### Where the registers sit, run 1

The bar under the picture is 50 um long. Other sequential cells in the stronger gray, the rest of the logic in the fainter gray.
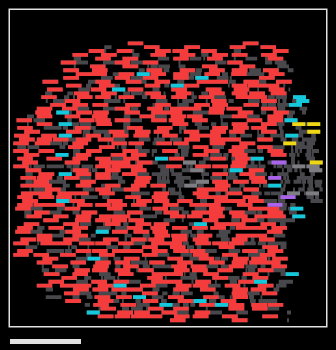
### Close-up of the layout, run 1

The bar under the picture is 20 um long. Window x 87 to 137, y 131 to 181 um. Cells in gray, sequential cells in the stronger gray; small squares are vias.
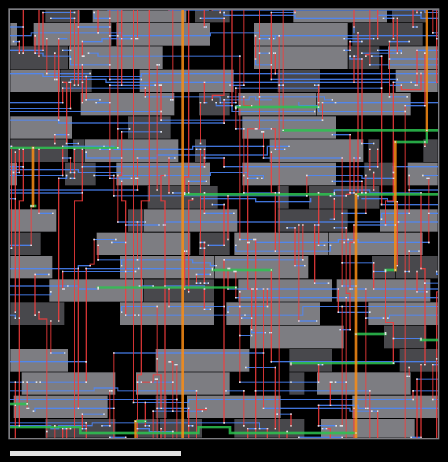
### Clock nets, run 1

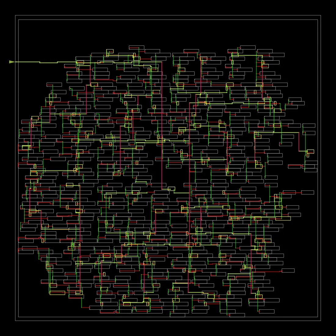
==> config.mk <==
export PLATFORM = sky130hd
export DESIGN_NAME = wb_fifo_slave
export DESIGN_NICKNAME = d
export VERILOG_FILES = /design/src/rtl/wb_pkg.sv /design/src/rtl/wb_sync_fifo.sv /design/src/rtl/wb_fifo_slave.sv
export SDC_FILE = /design/constraint.sdc
export NUM_CORES = 1
export LEC_CHECK = 0
export CORE_MARGIN = 2
export CORE_UTILIZATION = 45
export CTS_BUF_LIST = sky130_fd_sc_hd__clkbuf_8
export CTS_CLUSTER_SIZE = 24
export DETAILED_ROUTE_END_ITERATION = 10
export DONT_BUFFER_PORTS = 1
export PLACE_DENSITY = 0.63
export SLEW_MARGIN = 30
export SYNTH_ARGS = -nofsm -noshare
export SYNTH_HDL_FRONTEND = slang
export SYNTH_SLANG_ARGS = --single-unit
==> constraint.sdc <==
create_clock -name clk_i -period 7.25 [get_ports clk_i]
set_clock_uncertainty 0.1 [all_clocks]
set_input_delay 1.45 -clock clk_i [delete_from_list [all_inputs] [get_ports clk_i]]
set_output_delay 1.45 -clock clk_i [all_outputs]
set_load 0.05 [all_outputs]
==> impl_metrics.csv, run 1 <==
group,metric,value,unit
finish,n_multi_input_combinational_cell,367,
finish,fill_cells,3781,
grt,grt_use_met3,0.0502,
die,die.size.y,223,um
yosys,netlist_instances,994,
die,boundaryPins,92,
yosys,ys_sh_mux,0.165,
grt,gr-usage-met2,0.299,
route,route.detailed.drc,0,
setup_path,timing.critical_path.fanout_max,22,
finish,num-nonclk-inverters,14,
setup_path,critPathSlowestCell,"sky130_fd_sc_hd__or4_4",
min_path,min_path_cells,2,
yosys,post_synthesis_instance_area,0.0217,mm^2
finish,flow.area_growth_from_synthesis,11.2,%
setup_path,timing.critical_path.arrival,4.40,ns
finish,post_layout_nonfiller_instances,1740,
clocking,clk_pin_slew_worst_paths,0.06,ns
sta,worstMarginPinSlew,0.969,ns
sta,finalHoldViolations,0,
power,p_clk,0.00247,W
grt,grt_first_pass_wirelength,67900,um
power,p_comb_frac,0.013,
setup_path,worst_path_cell_trace,"or4_4, nor4_4, and2_1, inv_2, nor3b_1, and2_2, buf_4",
grt,grt_max_degree,109,
route,top_layer_used,"met4",
finish,postLayoutCellArea,0.0241,mm^2
clocking,hold_buffers,0,
finish,numSequentialCells,562,
route,first_pass_iters,5,
sta,finalCritPeriodShare,0.578,
sta,final-setup-viol-count,0,
die,die-width,223,um
setup_path,worst_path_largest_cell_delay,0.54,ns
clocking,cts_tree,"built",
power,peakVddDrop,152,uV
yosys,synth.distinct_cells,47,
die,core,0.0476,mm^2
yosys,synth_chip_area,0.0217,mm^2
yosys,synth_xor_xnor_area_share,0.00202,
power,top_power_group,"sequential cells",
die,total_die_size,0.0499,mm^2
yosys,flop_cell,"sky130_fd_sc_hd__edfxtp_1",
die,well_tap_count,615,
grt,vias_in_the_first_global_route,10600,
sta,finalHoldWorstSlack,0.466,ns
finish,multi_input_comb_area,0.00483,mm^2
yosys,proportion_of_netlist_area_held_by_the_largest_area_contributor,0.709,
power,seq_power_share,0.583,
min_path,min-delay-path-class,"flop to flop",
finish,largest_register_ffs,512,
power,p_sw,0.00130,W
route,routedWlPerCell,26.4,um
finish,diodes,0,
sta,rsz_0062_raised_after_global_routing,"false",
finish,combAreaFraction,0.200,
run_status,result_of_the_run,"complete, no violations",
sta,timing_max_transition_violations_final,0,
power,seq_cell_power,0.00357,W
yosys,yosys_register_bits,562,
yosys,synth.top_cells.by_area,"sky130_fd_sc_hd__edfxtp_1, sky130_fd_sc_hd__mux4_2, sky130_fd_sc_hd__dfrtp_1",
sta,achievable-frequency,0.238,GHz
clocking,max-clock-path-buffers,3,
setup_path,worst-path-buf-inv,2,
power,powerComb,0.0000813,W
sta,setup-tns-final,0,ns
Notes on 'Where the registers sit' above:
Yellow shows `u_fifo.count`, sequential cells 5, where right middle. Purple shows `u_fifo.rd_ptr`, sequential cells 4, where right middle. Cyan shows `dat_o`, sequential cells 32, where widely spread. Red shows `u_fifo.mem`, sequential cells 512, where widely spread.
Another 9 sequential cells are not colored.
sequential cell area in the final layout: 0.0166 mm^2
proportion of cell area occupied by registers: 0.690
core utilization of the finished layout: 0.506

Notes on 'Close-up of the layout' above:
Blue shows met1. Orange shows met4. Green shows met3. Red shows met2.
Most frequent: edfxtp_1 (39), mux4_2 (12), clkbuf_8 (6). 78 logic cells have their middle in the window. Sequential cells in the window: 42.

Notes on 'Clock nets' above:
source-to-sink clock delay at the later pin of the worst-skew pair: 0.67 ns
Clock buffer cells: 90
total clock buffers created by CTS: 88

### The metal 1 layer, run 1

The bar under the picture is 50 um long.
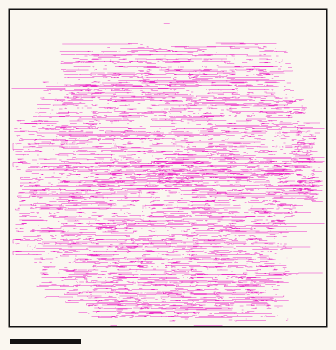

==> inputs of run 2 (changes only) <==
--- a/config.mk
+++ b/config.mk
@@ -11,7 +11,7 @@
 export CTS_CLUSTER_SIZE = 24
 export DETAILED_ROUTE_END_ITERATION = 10
 export DONT_BUFFER_PORTS = 1
-export PLACE_DENSITY = 0.63
+export PLACE_DENSITY = 0.65
 export SLEW_MARGIN = 30
 export SYNTH_ARGS = -nofsm -noshare
 export SYNTH_HDL_FRONTEND = slang
==> constraint.sdc (replaced) <==
create_clock -name clk_i -period 3.75 [get_ports clk_i]
set_clock_uncertainty 0.1 [all_clocks]
set_input_delay 0.75 -clock clk_i [delete_from_list [all_inputs] [get_ports clk_i]]
set_output_delay 0.75 -clock clk_i [all_outputs]
set_load 0.05 [all_outputs]
### The metal 1 layer, run 2

The bar under the picture is 50 um long.
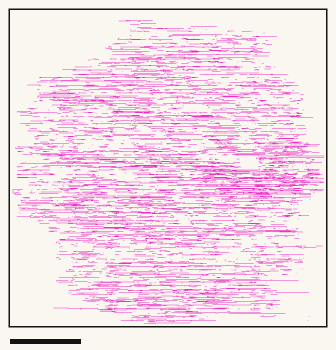
1105 nets have wire on it. The wires run mostly horizontal. The layer carries 19800 um of wire. The longest straight run is 56.1 um.
global routing usage on met1: 0.264
detailed-route via count: 10200

==> run 2 against run 1 <==
Net effect:
- via count rose by 1.9%
- first-iteration DRC count rose by 20%
- non-clock buffer count rose by 29
- cell count rose by 1.8%
- highest routed layer unchanged
- sequential cell count did not move
- synthesized cell count did not move
- register-to-register slack got worse by 3.2 ns
- critical path depth rose by 5
- synthesized area did not move
- combinational power rose by 89%
==> impl_metrics.csv, run 2 <==
group,metric,value,unit
run_status,result_of_the_run,"complete, no violations",
grt,grt_max_degree,61,
die,total_die_size,0.0499,mm^2
finish,num-nonclk-inverters,14,
setup_path,worst-path-buf-inv,2,
finish,fill_cells,3719,
sta,finalHoldViolations,0,
yosys,synth_xor_xnor_area_share,0.00202,
power,seq_power_share,0.582,
finish,largest_register_ffs,512,
sta,worstMarginPinSlew,0.887,ns
clocking,clk_pin_slew_worst_paths,0.06,ns
yosys,post_synthesis_instance_area,0.0217,mm^2
setup_path,worst_path_cell_trace,"or4_1, or2_2, and2_1, inv_2, ha_1, inv_1, fa_1, nor2b_1, o21ai_0, nor4b_1, or3_1, a21oi_1",
grt,grt_first_pass_wirelength,68700,um
yosys,synth_top_cell_by_count,"sky130_fd_sc_hd__edfxtp_1",
clocking,cts_buffers,90,
sta,rsz_0062_raised_after_global_routing,"false",
setup_path,timing.critical_path.fanout_max,6,
setup_path,timing.critical_path.arrival,3.95,ns
power,static_leakage,7.88,nW
yosys,flop_cell,"sky130_fd_sc_hd__edfxtp_1",
route,route.detailed.drc,0,
sta,slew-limit-headroom,0.409,
clocking,cts_tree,"built",
grt,grt_use_met3,0.0557,
clocking,source_to_sink_clock_delay_at_the_later_pin_of_the_worst_skew_pair,0.64,ns
yosys,synth.top_cells.by_area,"sky130_fd_sc_hd__edfxtp_1, sky130_fd_sc_hd__mux4_2, sky130_fd_sc_hd__dfrtp_1",
setup_path,timing.reg2reg.worst_path_depth,12,
clocking,max-clock-path-buffers,3,
min_path,min-delay-path-class,"input pin to flop",
yosys,yosys_register_bits,562,
finish,n_multi_input_combinational_cell,367,
power,top_power_group,"sequential cells",
setup_path,worst_path_largest_cell_delay,0.64,ns
finish,sh_seq_area,0.680,
yosys,synth.distinct_cells,47,
sta,final-setup-viol-count,0,
power,peakVddDrop,236,uV
sta,setup-tns-final,0,ns
die,die-width,223,um
finish,numSequentialCells,562,
sta,timing_max_transition_violations_final,0,
min_path,min_path_cells,0,
grt,vias_in_the_first_global_route,10700,
finish,diodes,0,
finish,post_layout_nonfiller_instances,1772,
finish,multi_input_comb_area,0.00481,mm^2
finish,flow.area_growth_from_synthesis,12.9,%
sta,finalHoldWorstSlack,0.0929,ns
yosys,netlist_instances,994,
die,core,0.0476,mm^2
finish,flop_area,0.0166,mm^2
finish,clock_buffer_cells,95,
sta,finalCritPeriodShare,0.930,
power,powerComb,0.000154,W
setup_path,critPathSlowestCell,"sky130_fd_sc_hd__or4_1",
yosys,synth_chip_area,0.0217,mm^2
yosys,ys_sh_mux,0.165,
power,p_sw,0.00246,W
die,well_tap_count,615,
clocking,hold_buffers,0,
grt,gr-usage-met2,0.292,
route,top_layer_used,"met4",
finish,final_util,0.514,
finish,postLayoutCellArea,0.0245,mm^2
finish,combAreaFraction,0.197,
route,routedWlPerCell,25.9,um
### Close-up of the layout, run 2

The bar under the picture is 20 um long. Window x 87 to 137, y 131 to 181 um. Cells in gray, sequential cells in the stronger gray; small squares are vias.
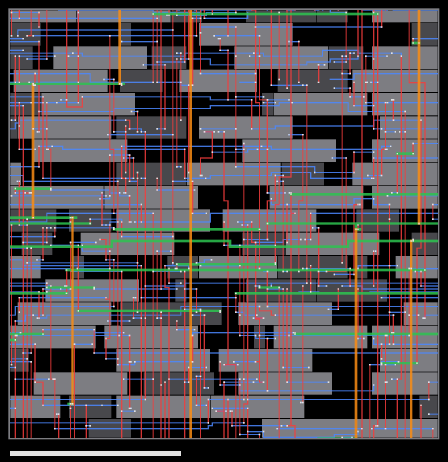
Orange shows met4. Red shows met2. Blue shows met1. Green shows met3.
83 logic cells have their middle in the window. Sequential cells in the window: 48. Most frequent: edfxtp_1 (45), mux4_2 (10), clkbuf_8 (10).

Power is estimated from default activity; no workload was simulated.
